### Where the registers sit

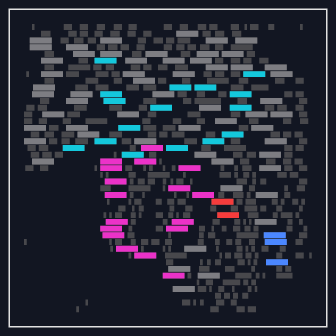
### Power grid

Pins as bars on the die edge.
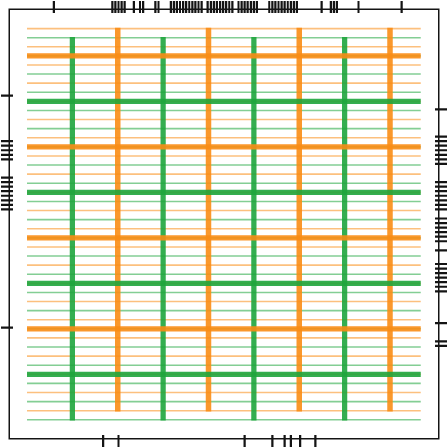
### Selected gate families

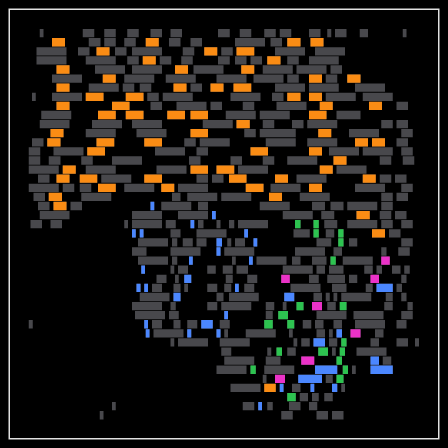
### Clock routing

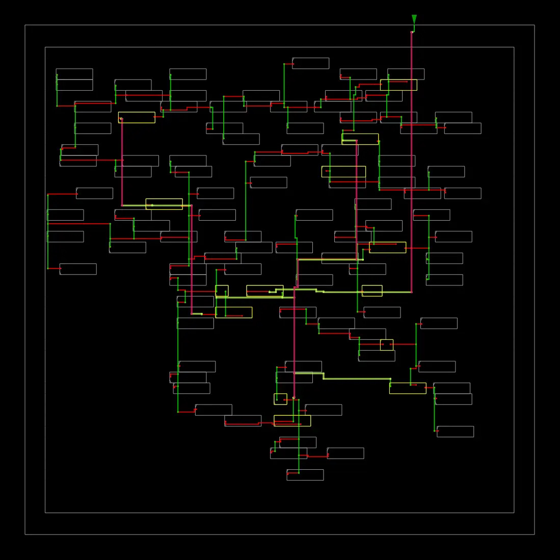
## src/rtl/i2c_sensor_pkg.sv

```systemverilog
// Shared definitions for the environmental sensor I2C subsystem.
// Holds the poll slot table (7-bit slave addresses and the data register
// read in each slot), the slot index type and the scheduler state encoding.
// Also imported by the I2C master and the MLP input stage.
package i2c_sensor_pkg;

  localparam logic [6:0] ADDR_SHT31   = 7'h44;  // temperature
  localparam logic [6:0] ADDR_CCS811  = 7'h5A;  // eCO2
  localparam logic [6:0] ADDR_LPS22HB = 7'h5C;  // pressure
  localparam logic [6:0] ADDR_BH1750  = 7'h23;  // light

  // Every sensor exposes its reading at register 0x00.
  localparam logic [7:0] REG_DATA = 8'h00;

  typedef logic [1:0] slot_t;

  localparam slot_t SLOT_LAST = 2'd3;

  typedef enum logic [2:0] {
    S_IDLE,
    S_ISSUE,
    S_WAIT,
    S_NEXT,
    S_DONE
  } sched_state_t;

  function automatic logic [6:0] slot_addr(input slot_t slot);
    logic [6:0] addr;
    unique case (slot)
      2'd0:    addr = ADDR_SHT31;
      2'd1:    addr = ADDR_CCS811;
      2'd2:    addr = ADDR_LPS22HB;
      default: addr = ADDR_BH1750;
    endcase
    return addr;
  endfunction

endpackage

```

## src/rtl/i2c_poll_timer.sv

```systemverilog
// Frame-rate timer for the sensor poll scheduler.
// Counts clk cycles while enable is high and raises tick for one cycle every
// POLL_DIV cycles; the count is held at zero while enable is low, so the
// first tick after enabling lands POLL_DIV cycles later.
//
// Ports:
//   clk     in   system clock
//   rst_n   in   asynchronous active-low reset
//   enable  in   polling enable; low clears the count
//   tick    out  frame tick, high in the cycle the count sits at POLL_DIV-1
module i2c_poll_timer #(
  parameter int POLL_DIV = 100000
) (
  input  logic clk,
  input  logic rst_n,
  input  logic enable,
  output logic tick
);

  localparam int CW = $clog2(POLL_DIV);

  logic [CW-1:0] cnt;
  logic          at_wrap;

  assign at_wrap = (cnt == CW'(POLL_DIV - 1));
  assign tick    = enable && at_wrap;

  always_ff @(posedge clk or negedge rst_n) begin
    if (!rst_n) begin
      cnt <= '0;
    end else if (!enable || at_wrap) begin
      cnt <= '0;
    end else begin
      cnt <= cnt + CW'(1);
    end
  end

endmodule

```

## src/rtl/i2c_sensor_scheduler.sv

```systemverilog
// Round-robin poll scheduler for the four environmental sensors on the shared
// I2C bus. Each frame issues one register read per sensor to the I2C master
// byte engine (retrying on NACK up to MAX_RETRY extra times), latches good
// readings into holding registers and pulses sample_valid once the whole
// frame has been walked.
//
// Optional build macro SCHED_TIMEOUT_EN adds a watchdog on mst_done: a
// transaction that sees no done within TIMEOUT_CYC cycles is handled as a
// NACK, and err_flags grows a sticky bit 4 recording that a timeout happened.
//
// Ports:
//   clk, rst_n              clock, asynchronous active-low reset
//   enable                  polling enable
//   mst_cmd_valid/ready     request handshake to the I2C master
//   mst_cmd_addr/reg        7-bit slave address / register of the request
//   mst_done/nack/rdata     completion pulse, NACK qualifier, 16-bit read data
//   temp_o/eco2_o/press_o/light_o   last good reading per sensor
//   sample_valid            one-cycle pulse at the end of a completed frame
//   err_flags               per-slot failure of latest attempt (+ bit 4 with macro)
//   overrun                 sticky: frame tick arrived while a frame was running
//   busy                    scheduler not idle
//
// state   | meaning
// --------+--------------------------------------------------------------
// S_IDLE  | waiting for a frame tick
// S_ISSUE | request for current slot presented to the master
// S_WAIT  | request accepted, waiting for mst_done (or watchdog)
// S_NEXT  | slot finished, advance or wrap up the frame
// S_DONE  | frame complete, sample_valid high for this cycle
module i2c_sensor_scheduler
  import i2c_sensor_pkg::*;
#(
  parameter int POLL_DIV  = 100000,
  parameter int MAX_RETRY = 2
`ifdef SCHED_TIMEOUT_EN
  ,
  parameter int TIMEOUT_CYC = 50000
`endif
) (
  input  logic        clk,
  input  logic        rst_n,
  input  logic        enable,
  output logic        mst_cmd_valid,
  input  logic        mst_cmd_ready,
  output logic [6:0]  mst_cmd_addr,
  output logic [7:0]  mst_cmd_reg,
  input  logic        mst_done,
  input  logic        mst_nack,
  input  logic [15:0] mst_rdata,
  output logic [15:0] temp_o,
  output logic [15:0] eco2_o,
  output logic [15:0] press_o,
  output logic [15:0] light_o,
  output logic        sample_valid,
`ifdef SCHED_TIMEOUT_EN
  output logic [4:0]  err_flags,
`else
  output logic [3:0]  err_flags,
`endif
  output logic        overrun,
  output logic        busy
);

  sched_state_t state, state_nxt;
  slot_t        slot, slot_nxt;
  logic [2:0]   retry, retry_nxt;
  logic         tick;
  logic         done_eff, nack_eff;
  logic         xact_ok, xact_fail;
  logic [3:0]   err_q;

  i2c_poll_timer #(
    .POLL_DIV (POLL_DIV)
  ) u_poll_timer (
    .clk    (clk),
    .rst_n  (rst_n),
    .enable (enable),
    .tick   (tick)
  );

`ifdef SCHED_TIMEOUT_EN
  localparam int WDW = (TIMEOUT_CYC > 2) ? $clog2(TIMEOUT_CYC) : 1;

  logic [WDW-1:0] wd_cnt;
  logic           wd_expire;
  logic           timeout_seen;

  // Reloaded whenever we are outside WAIT, so every attempt (including
  // retries) gets a full TIMEOUT_CYC window. A real done on the expiry
  // cycle wins over the watchdog.
  assign wd_expire = (state == S_WAIT) && !mst_done && (wd_cnt == '0);
  assign done_eff  = mst_done || wd_expire;
  assign nack_eff  = mst_done ? mst_nack : 1'b1;

  always_ff @(posedge clk or negedge rst_n) begin
    if (!rst_n) begin
      wd_cnt       <= WDW'(TIMEOUT_CYC - 1);
      timeout_seen <= 1'b0;
    end else begin
      if (state != S_WAIT) begin
        wd_cnt <= WDW'(TIMEOUT_CYC - 1);
      end else if (wd_cnt != '0) begin
        wd_cnt <= wd_cnt - WDW'(1);
      end
      if (wd_expire) begin
        timeout_seen <= 1'b1;
      end
    end
  end

  assign err_flags = {timeout_seen, err_q};
`else
  assign done_eff  = mst_done;
  assign nack_eff  = mst_nack;
  assign err_flags = err_q;
`endif

  assign busy         = (state != S_IDLE);
  assign sample_valid = (state == S_DONE);

  always_ff @(posedge clk or negedge rst_n) begin
    if (!rst_n) begin
      state <= S_IDLE;
      slot  <= '0;
      retry <= '0;
    end else begin
      state <= state_nxt;
      slot  <= slot_nxt;
      retry <= retry_nxt;
    end
  end

  // Dropping enable abandons the frame at the next safe point: an ISSUE not
  // yet accepted, or right after an in-flight transaction completes.
  always_comb begin
    state_nxt     = state;
    slot_nxt      = slot;
    retry_nxt     = retry;
    xact_ok       = 1'b0;
    xact_fail     = 1'b0;
    mst_cmd_valid = 1'b0;
    mst_cmd_addr  = '0;
    mst_cmd_reg   = '0;
    unique case (state)
      S_IDLE: begin
        if (tick) begin
          state_nxt = S_ISSUE;
          slot_nxt  = '0;
          retry_nxt = '0;
        end
      end
      S_ISSUE: begin
        mst_cmd_valid = 1'b1;
        mst_cmd_addr  = slot_addr(slot);
        mst_cmd_reg   = REG_DATA;
        if (mst_cmd_ready) begin
          state_nxt = S_WAIT;
        end else if (!enable) begin
          state_nxt = S_IDLE;
        end
      end
      S_WAIT: begin
        if (done_eff) begin
          if (!nack_eff) begin
            xact_ok   = 1'b1;
            state_nxt = enable ? S_NEXT : S_IDLE;
          end else if (retry < 3'(MAX_RETRY)) begin
            retry_nxt = retry + 3'd1;
            state_nxt = enable ? S_ISSUE : S_IDLE;
          end else begin
            xact_fail = 1'b1;
            state_nxt = enable ? S_NEXT : S_IDLE;
          end
        end
      end
      S_NEXT: begin
        if (!enable) begin
          state_nxt = S_IDLE;
        end else if (slot == SLOT_LAST) begin
          state_nxt = S_DONE;
        end else begin
          slot_nxt  = slot + 2'd1;
          retry_nxt = '0;
          state_nxt = S_ISSUE;
        end
      end
      S_DONE: begin
        state_nxt = S_IDLE;
      end
      default: begin
        state_nxt = S_IDLE;
      end
    endcase
  end

  always_ff @(posedge clk or negedge rst_n) begin
    if (!rst_n) begin
      temp_o  <= '0;
      eco2_o  <= '0;
      press_o <= '0;
      light_o <= '0;
      err_q   <= '0;
      overrun <= 1'b0;
    end else begin
      if (xact_ok) begin
        unique case (slot)
          2'd0:    temp_o  <= mst_rdata;
          2'd1:    eco2_o  <= mst_rdata;
          2'd2:    press_o <= mst_rdata;
          default: light_o <= mst_rdata;
        endcase
        err_q[slot] <= 1'b0;
      end else if (xact_fail) begin
        err_q[slot] <= 1'b1;
      end
      if (tick && (state != S_IDLE)) begin
        overrun <= 1'b1;
      end
    end
  end

endmodule

```

## config.mk

```make
export PLATFORM = sky130hd
export DESIGN_NAME = i2c_sensor_scheduler
export DESIGN_NICKNAME = d
export VERILOG_FILES = /design/src/rtl/i2c_sensor_pkg.sv /design/src/rtl/i2c_poll_timer.sv /design/src/rtl/i2c_sensor_scheduler.sv
export SDC_FILE = /design/constraint.sdc
export NUM_CORES = 1
export LEC_CHECK = 0
export CAP_MARGIN = 20
export CELL_PAD_IN_SITES_DETAIL_PLACEMENT = 1
export CELL_PAD_IN_SITES_GLOBAL_PLACEMENT = 2
export CORE_MARGIN = 5
export CORE_UTILIZATION = 30
export CTS_CLUSTER_DIAMETER = 30
export DETAILED_ROUTE_END_ITERATION = 10
export PLACE_DENSITY = 0.73
export SLEW_MARGIN = 5
export SYNTH_ARGS = -nofsm -noshare
export SYNTH_HDL_FRONTEND = slang
export SYNTH_SLANG_ARGS = --single-unit
```

## constraint.sdc

```tcl
create_clock -name clk -period 2.3 [get_ports clk]
set_clock_uncertainty 0.05 [all_clocks]
set_input_delay 0.69 -clock clk [delete_from_list [all_inputs] [get_ports clk]]
set_output_delay 0.69 -clock clk [all_outputs]
set_load 0.02 [all_outputs]
```

==> summary.txt <==
State of the implementation.

- In this design, the stage delay of the slowest critical-path cell is ~0.42 ns.
- The routed design has approximately 10,000 um of wire.
- Entering global routing, the biggest net connects ~40 pins.
- For the worst setup path, the data arrival time is between 1 and 1.5 ns.
- The total die size is 16,400 um^2, for reference.
- The remaining routing DRC violations is 0, for reference.
- The number of warnings reported in the stage logs is 30.
- The top cell types in the final layout, fill and taps aside, are 94 x dfrtp_1, 89 x clkdlybuf4s50_1, 42 x mux2_2.
- The number of levels the H-tree was split into is 3, for reference.
- The startpoint of the worst register-to-register path is state[2]$_DFFE_PN0P_, for reference.
- Summed over all routing layers, the global router reports a total usage of between 10% and 20%.
- The finished cells cover 5760 um^2.
- The net count of the finished layout is about 460, for reference.
- The post-synth register bit count is roughly 94.
- TritonCTS built the clock tree.
- The beginning of the critical path is slot[0]$_DFFE_PN0P_, for reference.
- The total net switching power is between 0.002 and 0.0025 W, for reference.
- The via total after detailed routing is 2,843, for reference.
- The flow reports that the clock network draws 21.2% of the design power.
- Counting only logic cells after layout, the most numerous master is dfrtp_1.
- The cell count listed in synth_stat.txt is ~310, for reference.
- The total power consumption of the routed design is between 0.007 and 0.008 W, for reference.
- The largest combinational cell category by area is multiplexers, for reference.
- The number of distinct library cell variants in the gate-level netlist after synthesis is 47, for reference.
- Per the detailed placement report, the placed cell area equals between 5000 and 6000 um^2.
- The transition time of the tightest slew-check pin is 0.525 ns, for reference.
- After layout the clock buffers and inverters come to 5.13% of cell area.
- According to the floorplan report, the die height is 128 um.
- The first detailed-routing pass took 4 iterations.
- After Yosys synthesis, XOR and XNOR cells account for under 10% of the synthesized area.
- Global routing consumed, on the met1 layer, roughly 16% of the routing resources.
- The routed metal-1 wirelength is ~4400 um, for reference.
- The max-slew headroom at the worst pin is 65.0%, for reference.
- In the final report, the number of endpoints failing setup comes to 0.
- On the critical path, the stage with the largest delay is an instance of dfrtp_1.
- The flow ran to the end, and the final reports show no timing, DRC or antenna violations.
- The cell sequence reported for the critical path is buf_4, ha_1, o21a_1, buf_2.
- The cell area after synthesis is between 4000 and 5000 um^2, for reference.
- The total clock network power is 0.00149 W, for reference.
- The count of yosys warnings during synthesis is 0, for reference.
- The analysis attributes to cell leakage a power of approximately 2.7 nW.
- Post-synthesis, Yosys gives the total cell area as about 4200 um^2.
- The largest fanout on the critical path is 4, for reference.
Notes on 'Where the registers sit' above:
- temp_o: cyan (placed flops 16)
- slot: red (placed flops 2)
- state: blue (placed flops 3)
- u_poll_timer.cnt: magenta (placed flops 17; where centre)
- not coloured: 56

Notes on 'Power grid' above:
- VDD: orange
- VSS: green
- met4 straps: 8
- signal pins: 109

Notes on 'Selected gate families' above:
- multiplexers: orange (cells 65; most used mux2_2)
- AND-OR and OR-AND gates: magenta (cells 7; most used o21a_1)
- inverting AOI/OAI gates: green (cells 20; most used a21oi_1)
- NOR gates: blue (cells 35; most used nor2_1)

Notes on 'Clock routing' above:
TritonCTS Buffers: 9
number of sequential storage elements: 94
number of sinks driven by the clock tree: 94
clock insertion delay at the later pin of the skew report: 0.34 ns

No activity file was given, so power comes from the tool's default toggle rates.
